**config.mk**
```make
export PLATFORM = sky130hd
export DESIGN_NAME = program_bank_executor
export DESIGN_NICKNAME = d
export VERILOG_FILES = /design/src/rtl/k2_exec_pkg.sv /design/src/rtl/K2_processor_withMem.sv /design/src/rtl/exec_result_fifo.sv /design/src/rtl/program_bank_executor.sv
export SDC_FILE = /design/constraint.sdc
export NUM_CORES = 1
export LEC_CHECK = 0
export ABC_AREA = 1
export CAP_MARGIN = 5
export CELL_PAD_IN_SITES_DETAIL_PLACEMENT = 0
export CELL_PAD_IN_SITES_GLOBAL_PLACEMENT = 2
export CORE_ASPECT_RATIO = 0.7
export CORE_MARGIN = 8
export CORE_UTILIZATION = 23
export CTS_CLUSTER_DIAMETER = 80
export DETAILED_ROUTE_END_ITERATION = 16
export DONT_BUFFER_PORTS = 1
export GPL_ROUTABILITY_DRIVEN = 0
export GPL_TIMING_DRIVEN = 1
export PLACE_DENSITY_LB_ADDON = 0.3
export SETUP_SLACK_MARGIN = 0.5
export SLEW_MARGIN = 25
export SYNTH_ARGS = -nofsm -noshare
export SYNTH_HDL_FRONTEND = slang
export SYNTH_SLANG_ARGS = --single-unit
export TNS_END_PERCENT = 20
```
**constraint.sdc**
```tcl
create_clock -name clk -period 1.75 [get_ports clk]
set_input_delay 0.4375 -clock clk [delete_from_list [all_inputs] [get_ports clk]]
set_output_delay 0.4375 -clock clk [all_outputs]
set_load 0.02 [all_outputs]
```
**src/rtl/k2_exec_pkg.sv**
```systemverilog
// Shared types and constants for the program-bank K2 execution top.
package k2_exec_pkg;

    typedef enum logic [1:0] {
        IDLE = 2'd0,
        RUN  = 2'd1,
        DONE = 2'd2
    } exec_state_t;

    localparam logic CAPTURE_CHANGE = 1'b0;
    localparam logic CAPTURE_EVERY  = 1'b1;

    localparam int INST_W  = 8;
    localparam int PADDR_W = 4;

endpackage

```
**src/rtl/K2_processor_withMem.sv**
```systemverilog
// K2 core: Ra/Rb/Ro registers, carry flag, 16-entry program counter.
// Encoding: I[7]=1 jump (I[6]=1 only if carry) to I[3:0]; else dest I[5:4] <= I[3] ? imm I[2:0] : Ra+Rb.
module K2_processor_withMem
    import k2_exec_pkg::*;
#(
    parameter int BITS = 8
) (
    input  logic               clk,
    input  logic               rst_n,
    input  logic [INST_W-1:0]  Instruction,
    output logic [PADDR_W-1:0] ProgramAddress,
    output logic [BITS-1:0]    Ro
);

    localparam logic [PADDR_W-1:0] PC_ONE = PADDR_W'(1);

    logic [PADDR_W-1:0] pc_q, pc_d;
    logic [BITS-1:0]    ra_q, ra_d, rb_q, rb_d, ro_q, ro_d;
    logic               carry_q, carry_d;
    logic [BITS:0]      sum;
    logic [BITS-1:0]    imm;
    logic [BITS-1:0]    operand;

    always_comb begin
        sum     = {1'b0, ra_q} + {1'b0, rb_q};
        imm     = {{(BITS-3){1'b0}}, Instruction[2:0]};
        operand = Instruction[3] ? imm : sum[BITS-1:0];
        pc_d    = pc_q + PC_ONE;
        ra_d    = ra_q;
        rb_d    = rb_q;
        ro_d    = ro_q;
        carry_d = carry_q;
        if (Instruction[7]) begin
            if (!Instruction[6] || carry_q) begin
                pc_d = Instruction[PADDR_W-1:0];
            end
        end else begin
            // Only additions touch the carry flag; immediates leave it alone.
            if (!Instruction[3]) begin
                carry_d = sum[BITS];
            end
            case (Instruction[5:4])
                2'b00:   ra_d = operand;
                2'b01:   rb_d = operand;
                2'b10:   ro_d = operand;
                default: ;
            endcase
        end
    end

    always_ff @(posedge clk or negedge rst_n) begin
        if (!rst_n) begin
            pc_q    <= '0;
            ra_q    <= '0;
            rb_q    <= '0;
            ro_q    <= '0;
            carry_q <= 1'b0;
        end else begin
            pc_q    <= pc_d;
            ra_q    <= ra_d;
            rb_q    <= rb_d;
            ro_q    <= ro_d;
            carry_q <= carry_d;
        end
    end

    assign ProgramAddress = pc_q;
    assign Ro             = ro_q;

endmodule

```
**src/rtl/exec_result_fifo.sv**
```systemverilog
// Result FIFO with a registered head word; flush empties it in one cycle.
module exec_result_fifo #(
    parameter int BITS       = 8,
    parameter int FIFO_DEPTH = 8
) (
    input  logic            clk,
    input  logic            rst_n,
    input  logic            flush,
    input  logic            push,
    input  logic [BITS-1:0] push_data,
    input  logic            pop,
    output logic            full,
    output logic            empty,
    output logic [BITS-1:0] head_data
);

    localparam int PTR_W = $clog2(FIFO_DEPTH);
    localparam logic [PTR_W-1:0] PTR_ONE  = PTR_W'(1);
    localparam logic [PTR_W:0]   CNT_ONE  = (PTR_W+1)'(1);
    localparam logic [PTR_W:0]   CNT_FULL = (PTR_W+1)'(FIFO_DEPTH);

    logic [BITS-1:0]  mem_q [FIFO_DEPTH];
    logic [PTR_W-1:0] rd_ptr_q, rd_ptr_d, wr_ptr_q, wr_ptr_d;
    logic [PTR_W:0]   count_q, count_d;
    logic [BITS-1:0]  head_q, head_d;
    logic             pop_ok, push_ok;

    assign full    = (count_q == CNT_FULL);
    assign empty   = (count_q == '0);
    assign pop_ok  = pop & ~empty & ~flush;
    // A pop frees the slot this cycle, so a push into a full FIFO still fits.
    assign push_ok = push & (~full | pop_ok) & ~flush;

    always_comb begin
        rd_ptr_d = rd_ptr_q;
        wr_ptr_d = wr_ptr_q;
        count_d  = count_q;
        head_d   = head_q;
        if (flush) begin
            rd_ptr_d = '0;
            wr_ptr_d = '0;
            count_d  = '0;
            head_d   = '0;
        end else begin
            if (push_ok) wr_ptr_d = wr_ptr_q + PTR_ONE;
            if (pop_ok)  rd_ptr_d = rd_ptr_q + PTR_ONE;
            case ({push_ok, pop_ok})
                2'b10:   count_d = count_q + CNT_ONE;
                2'b01:   count_d = count_q - CNT_ONE;
                default: count_d = count_q;
            endcase
            if (count_d == '0) begin
                head_d = '0;
            end else if (push_ok && (wr_ptr_q == rd_ptr_d)) begin
                head_d = push_data;
            end else begin
                head_d = mem_q[rd_ptr_d];
            end
        end
    end

    always_ff @(posedge clk) begin
        if (push_ok) begin
            mem_q[wr_ptr_q] <= push_data;
        end
    end

    always_ff @(posedge clk or negedge rst_n) begin
        if (!rst_n) begin
            rd_ptr_q <= '0;
            wr_ptr_q <= '0;
            count_q  <= '0;
            head_q   <= '0;
        end else begin
            rd_ptr_q <= rd_ptr_d;
            wr_ptr_q <= wr_ptr_d;
            count_q  <= count_d;
            head_q   <= head_d;
        end
    end

    assign head_data = head_q;

endmodule

```
**src/rtl/program_bank_executor.sv**
```systemverilog
// K2 core running from one of NUM_PROGRAMS writable instruction banks under a
// run/stop/budget FSM; Ro samples stream out through a valid/ready FIFO.
module program_bank_executor
    import k2_exec_pkg::*;
#(
    parameter int BITS         = 8,
    parameter int NUM_PROGRAMS = 4,
    parameter int FIFO_DEPTH   = 8,
    parameter int CYC_BITS     = 16,
    localparam int SEL_W       = (NUM_PROGRAMS > 1) ? $clog2(NUM_PROGRAMS) : 1
) (
    input  logic                clk,
    input  logic                rst_n,
    input  logic                wr_en,
    input  logic [SEL_W-1:0]    wr_bank,
    input  logic [3:0]          wr_addr,
    input  logic [7:0]          wr_data,
    input  logic                start,
    input  logic                stop,
    input  logic [SEL_W-1:0]    prog_sel,
    input  logic                capture_mode,
    input  logic [CYC_BITS-1:0] max_cycles,
    output logic                busy,
    output logic                done,
    output logic [CYC_BITS-1:0] cycle_count,
    output logic [BITS-1:0]     out_data,
    output logic                out_valid,
    input  logic                out_ready,
    output logic                overflow
);

    localparam logic [SEL_W:0]    NUM_SEL = (SEL_W+1)'(NUM_PROGRAMS);
    localparam logic [CYC_BITS-1:0] CYC_ONE = CYC_BITS'(1);
    localparam logic [CYC_BITS-1:0] CYC_MAX = '1;

    exec_state_t         state_q, state_d;
    logic                busy_q, busy_d, done_q, done_d;
    logic                core_rst_n_q, core_rst_n_d;
    logic [SEL_W-1:0]    sel_q, sel_d;
    logic                mode_q, mode_d;
    logic [CYC_BITS-1:0] max_q, max_d;
    logic [CYC_BITS-1:0] cycle_count_q, cycle_count_d;
    logic                overflow_q, overflow_d;
    logic                first_q, first_d;
    logic [BITS-1:0]     last_q, last_d;

    logic [INST_W-1:0]   bank_q [NUM_PROGRAMS][1 << PADDR_W];
    logic                bank_we;
    logic [INST_W-1:0]   core_inst;
    logic [PADDR_W-1:0]  core_pa;
    logic [BITS-1:0]     core_ro;

    logic                fifo_flush, fifo_full, fifo_empty;
    logic                push_req, push_taken, end_run;

    assign bank_we = wr_en & ~busy_q & ({1'b0, wr_bank} < NUM_SEL);

    always_ff @(posedge clk) begin
        if (bank_we) begin
            bank_q[wr_bank][wr_addr] <= wr_data;
        end
    end

    // Fetch is combinational so the core sees its instruction in the same cycle.
    assign core_inst = ({1'b0, sel_q} < NUM_SEL) ? bank_q[sel_q][core_pa] : '0;

    K2_processor_withMem #(
        .BITS(BITS)
    ) u_core (
        .clk           (clk),
        .rst_n         (core_rst_n_q),
        .Instruction   (core_inst),
        .ProgramAddress(core_pa),
        .Ro            (core_ro)
    );

    assign push_req   = (state_q == RUN) &&
                        ((mode_q == CAPTURE_EVERY) || first_q || (core_ro != last_q));
    assign push_taken = push_req & (~fifo_full | (out_ready & ~fifo_empty));
    assign end_run    = stop ||
                        ((max_q != '0) && (cycle_count_q == max_q - CYC_ONE)) ||
                        ((max_q == '0) && (cycle_count_q == CYC_MAX - CYC_ONE));

    exec_result_fifo #(
        .BITS      (BITS),
        .FIFO_DEPTH(FIFO_DEPTH)
    ) u_fifo (
        .clk      (clk),
        .rst_n    (rst_n),
        .flush    (fifo_flush),
        .push     (push_req),
        .push_data(core_ro),
        .pop      (out_ready),
        .full     (fifo_full),
        .empty    (fifo_empty),
        .head_data(out_data)
    );

    always_comb begin
        state_d       = state_q;
        busy_d        = busy_q;
        done_d        = done_q;
        core_rst_n_d  = core_rst_n_q;
        sel_d         = sel_q;
        mode_d        = mode_q;
        max_d         = max_q;
        cycle_count_d = cycle_count_q;
        overflow_d    = overflow_q;
        first_d       = first_q;
        last_d        = last_q;
        fifo_flush    = 1'b0;
        case (state_q)
            RUN: begin
                cycle_count_d = (cycle_count_q == CYC_MAX) ? CYC_MAX : cycle_count_q + CYC_ONE;
                // A dropped sample leaves last_q alone so the change is retried.
                if (push_req) begin
                    if (push_taken) begin
                        last_d  = core_ro;
                        first_d = 1'b0;
                    end else begin
                        overflow_d = 1'b1;
                    end
                end
                if (end_run) begin
                    state_d      = DONE;
                    busy_d       = 1'b0;
                    done_d       = 1'b1;
                    core_rst_n_d = 1'b0;
                end
            end
            default: begin
                if (start) begin
                    state_d       = RUN;
                    busy_d        = 1'b1;
                    done_d        = 1'b0;
                    core_rst_n_d  = 1'b1;
                    sel_d         = prog_sel;
                    mode_d        = capture_mode;
                    max_d         = max_cycles;
                    cycle_count_d = '0;
                    overflow_d    = 1'b0;
                    first_d       = 1'b1;
                    fifo_flush    = 1'b1;
                end
            end
        endcase
    end

    always_ff @(posedge clk or negedge rst_n) begin
        if (!rst_n) begin
            state_q       <= IDLE;
            busy_q        <= 1'b0;
            done_q        <= 1'b0;
            core_rst_n_q  <= 1'b0;
            sel_q         <= '0;
            mode_q        <= CAPTURE_CHANGE;
            max_q         <= '0;
            cycle_count_q <= '0;
            overflow_q    <= 1'b0;
            first_q       <= 1'b1;
        end else begin
            state_q       <= state_d;
            busy_q        <= busy_d;
            done_q        <= done_d;
            core_rst_n_q  <= core_rst_n_d;
            sel_q         <= sel_d;
            mode_q        <= mode_d;
            max_q         <= max_d;
            cycle_count_q <= cycle_count_d;
            overflow_q    <= overflow_d;
            first_q       <= first_d;
        end
    end

    always_ff @(posedge clk) begin
        last_q <= last_d;
    end

    assign busy        = busy_q;
    assign done        = done_q;
    assign cycle_count = cycle_count_q;
    assign overflow    = overflow_q;
    assign out_valid   = ~fifo_empty;

endmodule

```
==> reports/metrics.json <==
{
  "insertedDiodeCount": {"value": 1},
  "synthMuxAreaShare": {"value": 0, "unit": "%"},
  "mappedNetlistArea": {"value": 28700, "unit": "um^2"},
  "seq_power_share": {"value": 27.1, "unit": "%"},
  "synth-simple-area-share": {"value": 18.7, "unit": "%"},
  "regToRegSetupSlack": {"value": -0.90, "unit": "ns"},
  "synth_cell_type_count": {"value": 48},
  "layout_setup_ws": {"value": -0.900, "unit": "ns"},
  "final_hold_violation_tally": {"value": 57},
  "grt_antenna_before_repair": {"value": 1},
  "root_buffer": {"value": "sky130_fd_sc_hd__clkbuf_16"},
  "post_layout_cell_count": {"value": 4785},
  "pin_count_of_the_biggest_net_entering_global_routing": {"value": 65},
  "final-setup-viol-count": {"value": 626},
  "setup.worst_path.end_class": {"value": "flop"},
  "slowest_stage": {"value": "sky130_fd_sc_hd__edfxtp_1"},
  "inverters": {"value": 104},
  "io_buffer_count": {"value": 0},
  "global_route.overflow_total": {"value": 0},
  "first_iter_violations": {"value": 1559},
  "critical_path_buf_inv_count": {"value": 9},
  "worst_skew_pair.late_latency": {"value": 0.66, "unit": "ns"},
  "ys_top_cells_by_count": {"value": "sky130_fd_sc_hd__edfxtp_1 (584), sky130_fd_sc_hd__nand2_1 (518), sky130_fd_sc_hd__nor2_1 (504)"},
  "layout.non_clock_buffers": {"value": 486},
  "rsz0062_at_grt": {"value": "true"},
  "yosysTopAreaCellShare": {"value": 61.0, "unit": "%"},
  "dp.final_hpwl": {"value": 59400, "unit": "um"},
  "clockPowerShare": {"value": 22.3, "unit": "%"},
  "clkbuf_count": {"value": 89},
  "synth-async-reset-ratio": {"value": 12.8, "unit": "%"},
  "wl_met3": {"value": 4210, "unit": "um"},
  "largest_registers": {"value": "bank_q (512), u_fifo.mem_q (64)"},
  "cts_buffer_depth": {"value": 3},
  "cts_tree": {"value": "done"},
  "violations": {"value": "hold timing, setup timing"},
  "synth_top_flop_cell": {"value": "sky130_fd_sc_hd__edfxtp_1"},
  "yosys-stat-area": {"value": 28700, "unit": "um^2"},
  "status": {"value": "complete, but fails checks"},
  "power_per_cell_area": {"value": 1830, "unit": "nW/um^2"},
  "synth.ff_latch_count": {"value": 670},
  "timing.critical_path.fanout_max": {"value": 3},
  "drt.antenna.violating_nets": {"value": 0},
  "crit_end": {"value": "u_fifo.count_q[2]$_DFF_PN0_"},
  "flop_area": {"value": 19700, "unit": "um^2"},
  "post_cts_resized": {"value": 309},
  "timing.rr.start": {"value": "last_q[5]$_DFFE_PP_"},
  "num-multi-input-gates": {"value": 1738},
  "crit_arrival": {"value": 3.19, "unit": "ns"},
  "intPower": {"value": 0.0440, "unit": "W"},
  "wire_length_of_the_first_global_routing_pass": {"value": 140000, "unit": "um"},
  "drt_drc_violations_left": {"value": 0},
  "finalSetupTns": {"value": -98.40, "unit": "ns"},
  "synthAoiAreaFrac": {"value": 7.25, "unit": "%"},
  "worst_setup_skew_after_layout": {"value": 0.0283, "unit": "ns"},
  "routed-via-count": {"value": 21000},
  "ys_sh_adder": {"value": 0.854, "unit": "%"},
  "finalNetCount": {"value": 3133},
  "power.net_switching": {"value": 0.0286, "unit": "W"},
  "post-cts-setup-buffer-count": {"value": 44},
  "ir_drop": {"value": 1.14, "unit": "mV"},
  "post_synth_xor_area_fraction": {"value": 0.976, "unit": "%"},
  "tightestPinTransition": {"value": 0.555, "unit": "ns"},
  "pg_clk": {"value": 0.0162, "unit": "W"},
  "synthTopLogicFamily": {"value": "simple AND/OR/NAND/NOR gates"},
  "yosys_warnings": {"value": 0},
  "critical_path.max_stage_delay": {"value": 0.41, "unit": "ns"},
  "ctsHtreeMaxLevel": {"value": 3},
  "sequentialPower": {"value": 0.0196, "unit": "W"},
  "top_area_cell": {"value": "sky130_fd_sc_hd__edfxtp_1"},
  "routed_via_density": {"value": 4.40},
  "layout.nonclk_buf_share": {"value": 13.8, "unit": "%"},
  "drive_gt1_share": {"value": 28.8, "unit": "%"},
  "crit_cells": {"value": 18},
  "maxSlewHeadroom": {"value": 62.8, "unit": "%"},
  "clock-sinks": {"value": 670},
  "area_of_combinational_cells_with_multiple_inputs": {"value": 9430, "unit": "um^2"},
  "fin_hold_ws": {"value": -0.510, "unit": "ns"},
  "total_die_area": {"value": 137000, "unit": "um^2"},
  "floorplanUtilization": {"value": 23.2, "unit": "%"},
  "number_of_global_route_vias_before_repair": {"value": 21100},
  "worstPathCellList": {"value": "buf_6 > o22ai_4 > nor3_4 > nand3_2 > nand3b_1 > ha_2 > buf_4 > buf_6 > xor2_2 > buf_4 > nand2_2 > nand2_1 > o221ai_2 > inv_2 > buf_4 > buf_4 > buf_6 > buf_6"},
  "die_h": {"value": 312, "unit": "um"},
  "ys_cells": {"value": 2635},
  "ios": {"value": 67},
  "most_common_cell": {"value": "sky130_fd_sc_hd__edfxtp_1"},
  "setup.worst_path.start": {"value": "last_q[5]$_DFFE_PP_"},
  "routed_met2_length": {"value": 40200, "unit": "um"},
  "r2r_path_end": {"value": "u_fifo.count_q[2]$_DFF_PN0_"},
  "cts-hold-fix-buffers": {"value": 29},
  "post_synth.cell_area_avg": {"value": 10.9, "unit": "um^2"},
  "critical_path.startpoint_type": {"value": "flop"},
  "synthCells": {"value": 2635},
  "area_dominant_class": {"value": "sequential cells"},
  "largest_register_ff_count": {"value": 512},
  "timing.critical_path.max_delay_family": {"value": "buffers and inverters"},
  "grt_use_met2": {"value": 19.7, "unit": "%"},
  "worst_setup_hold_path_clk_slew": {"value": 0.06, "unit": "ns"},
  "dp_cells": {"value": 4510},
  "p_comb_share": {"value": 50.6, "unit": "%"},
  "max_flop_register": {"value": "bank_q"},
  "taps": {"value": 1650},
  "met3_usage": {"value": 2.59, "unit": "%"},
  "comb-power": {"value": 0.0367, "unit": "W"}
}
layout by cell type, fill, tap and decap left out, types with 6 or more instances in the layout:
cell type	instances
sky130_fd_sc_hd__edfxtp_1	584
sky130_fd_sc_hd__buf_4	292
sky130_fd_sc_hd__bufinv_16	8
sky130_fd_sc_hd__nand2_4	21
sky130_fd_sc_hd__buf_16	25
sky130_fd_sc_hd__a21oi_1	26
sky130_fd_sc_hd__clkinv_1	17
sky130_fd_sc_hd__nor3_4	6
sky130_fd_sc_hd__ha_1	13
sky130_fd_sc_hd__buf_12	59
sky130_fd_sc_hd__nand3_2	65
sky130_fd_sc_hd__nand2_8	9
sky130_fd_sc_hd__dfrtp_1	73
sky130_fd_sc_hd__nor2_2	47
sky130_fd_sc_hd__nand3b_1	8
sky130_fd_sc_hd__o211ai_1	54
sky130_fd_sc_hd__dlygate4sd3_1	21
sky130_fd_sc_hd__a21oi_2	21
sky130_fd_sc_hd__buf_6	72
sky130_fd_sc_hd__clkbuf_1	9
sky130_fd_sc_hd__buf_8	6
sky130_fd_sc_hd__inv_2	10
sky130_fd_sc_hd__nor2_4	29
sky130_fd_sc_hd__nand2_2	52
sky130_fd_sc_hd__nor2_1	432
sky130_fd_sc_hd__clkbuf_16	85
sky130_fd_sc_hd__inv_1	83
sky130_fd_sc_hd__xor2_1	21
sky130_fd_sc_hd__o21ai_0	181
sky130_fd_sc_hd__dfrtp_2	9
sky130_fd_sc_hd__clkinv_2	16
sky130_fd_sc_hd__xnor2_1	9
sky130_fd_sc_hd__o21ai_1	59
sky130_fd_sc_hd__o21ai_2	14
sky130_fd_sc_hd__nand2_1	447
sky130_fd_sc_hd__nand3_1	164
Congestion heat map:
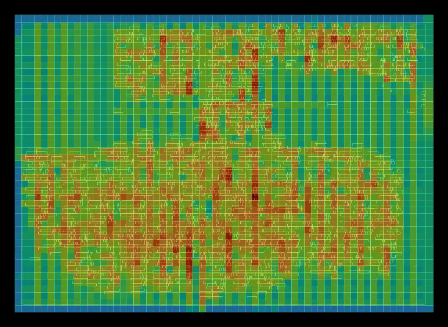
Total GRT Usage: 13.6%
busiest layer in global routing: met1
met1 usage: 20.8%

Register map, names as in the netlist:
Bar = 100 um.
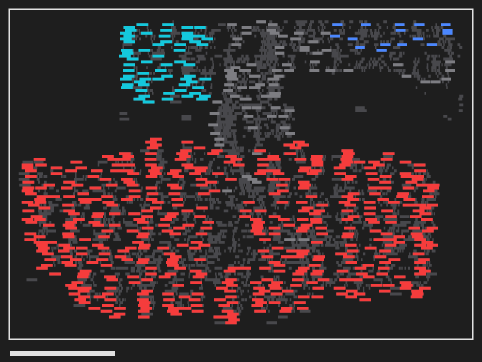
Key: `cycle_count` = blue [sequential cells 16, where upper right]; `bank_q` = red [sequential cells 512]; `u_fifo.mem_q` = cyan [sequential cells 64]
Another 78 sequential cells are not coloured.
fin util: 32.0%
register fraction of the total cell area: 49.8%

Placed cells, one colour a class:
Bar = 100 um.
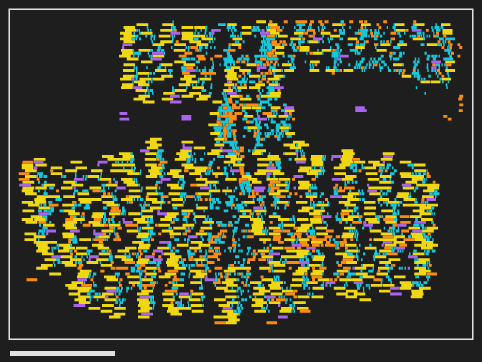
Key: remaining buffers and delay cells = orange [cells 486, share of their area 15%]; remaining logic cells = cyan [cells 1,842, share of their area 26%]; clock drivers and dummy loads = purple [cells 136, share of their area 6.6%]; registers = yellow [cells 670, share of their area 52%]
floorplan core area: 124,000 um^2
post-route cell area: 39,600 um^2

Wiring by layer:
Bar = 100 um. Two of the layers only.
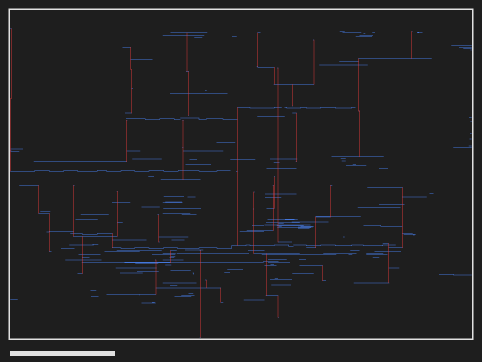
Key: M3 = blue [wire length 4,210 um]; M4 = red [wire length 1,680 um]
wire length after detailed routing: 95,700 um
detail-routed net length per standard cell: 20.0 um

Power is estimated from default activity; no workload was simulated.
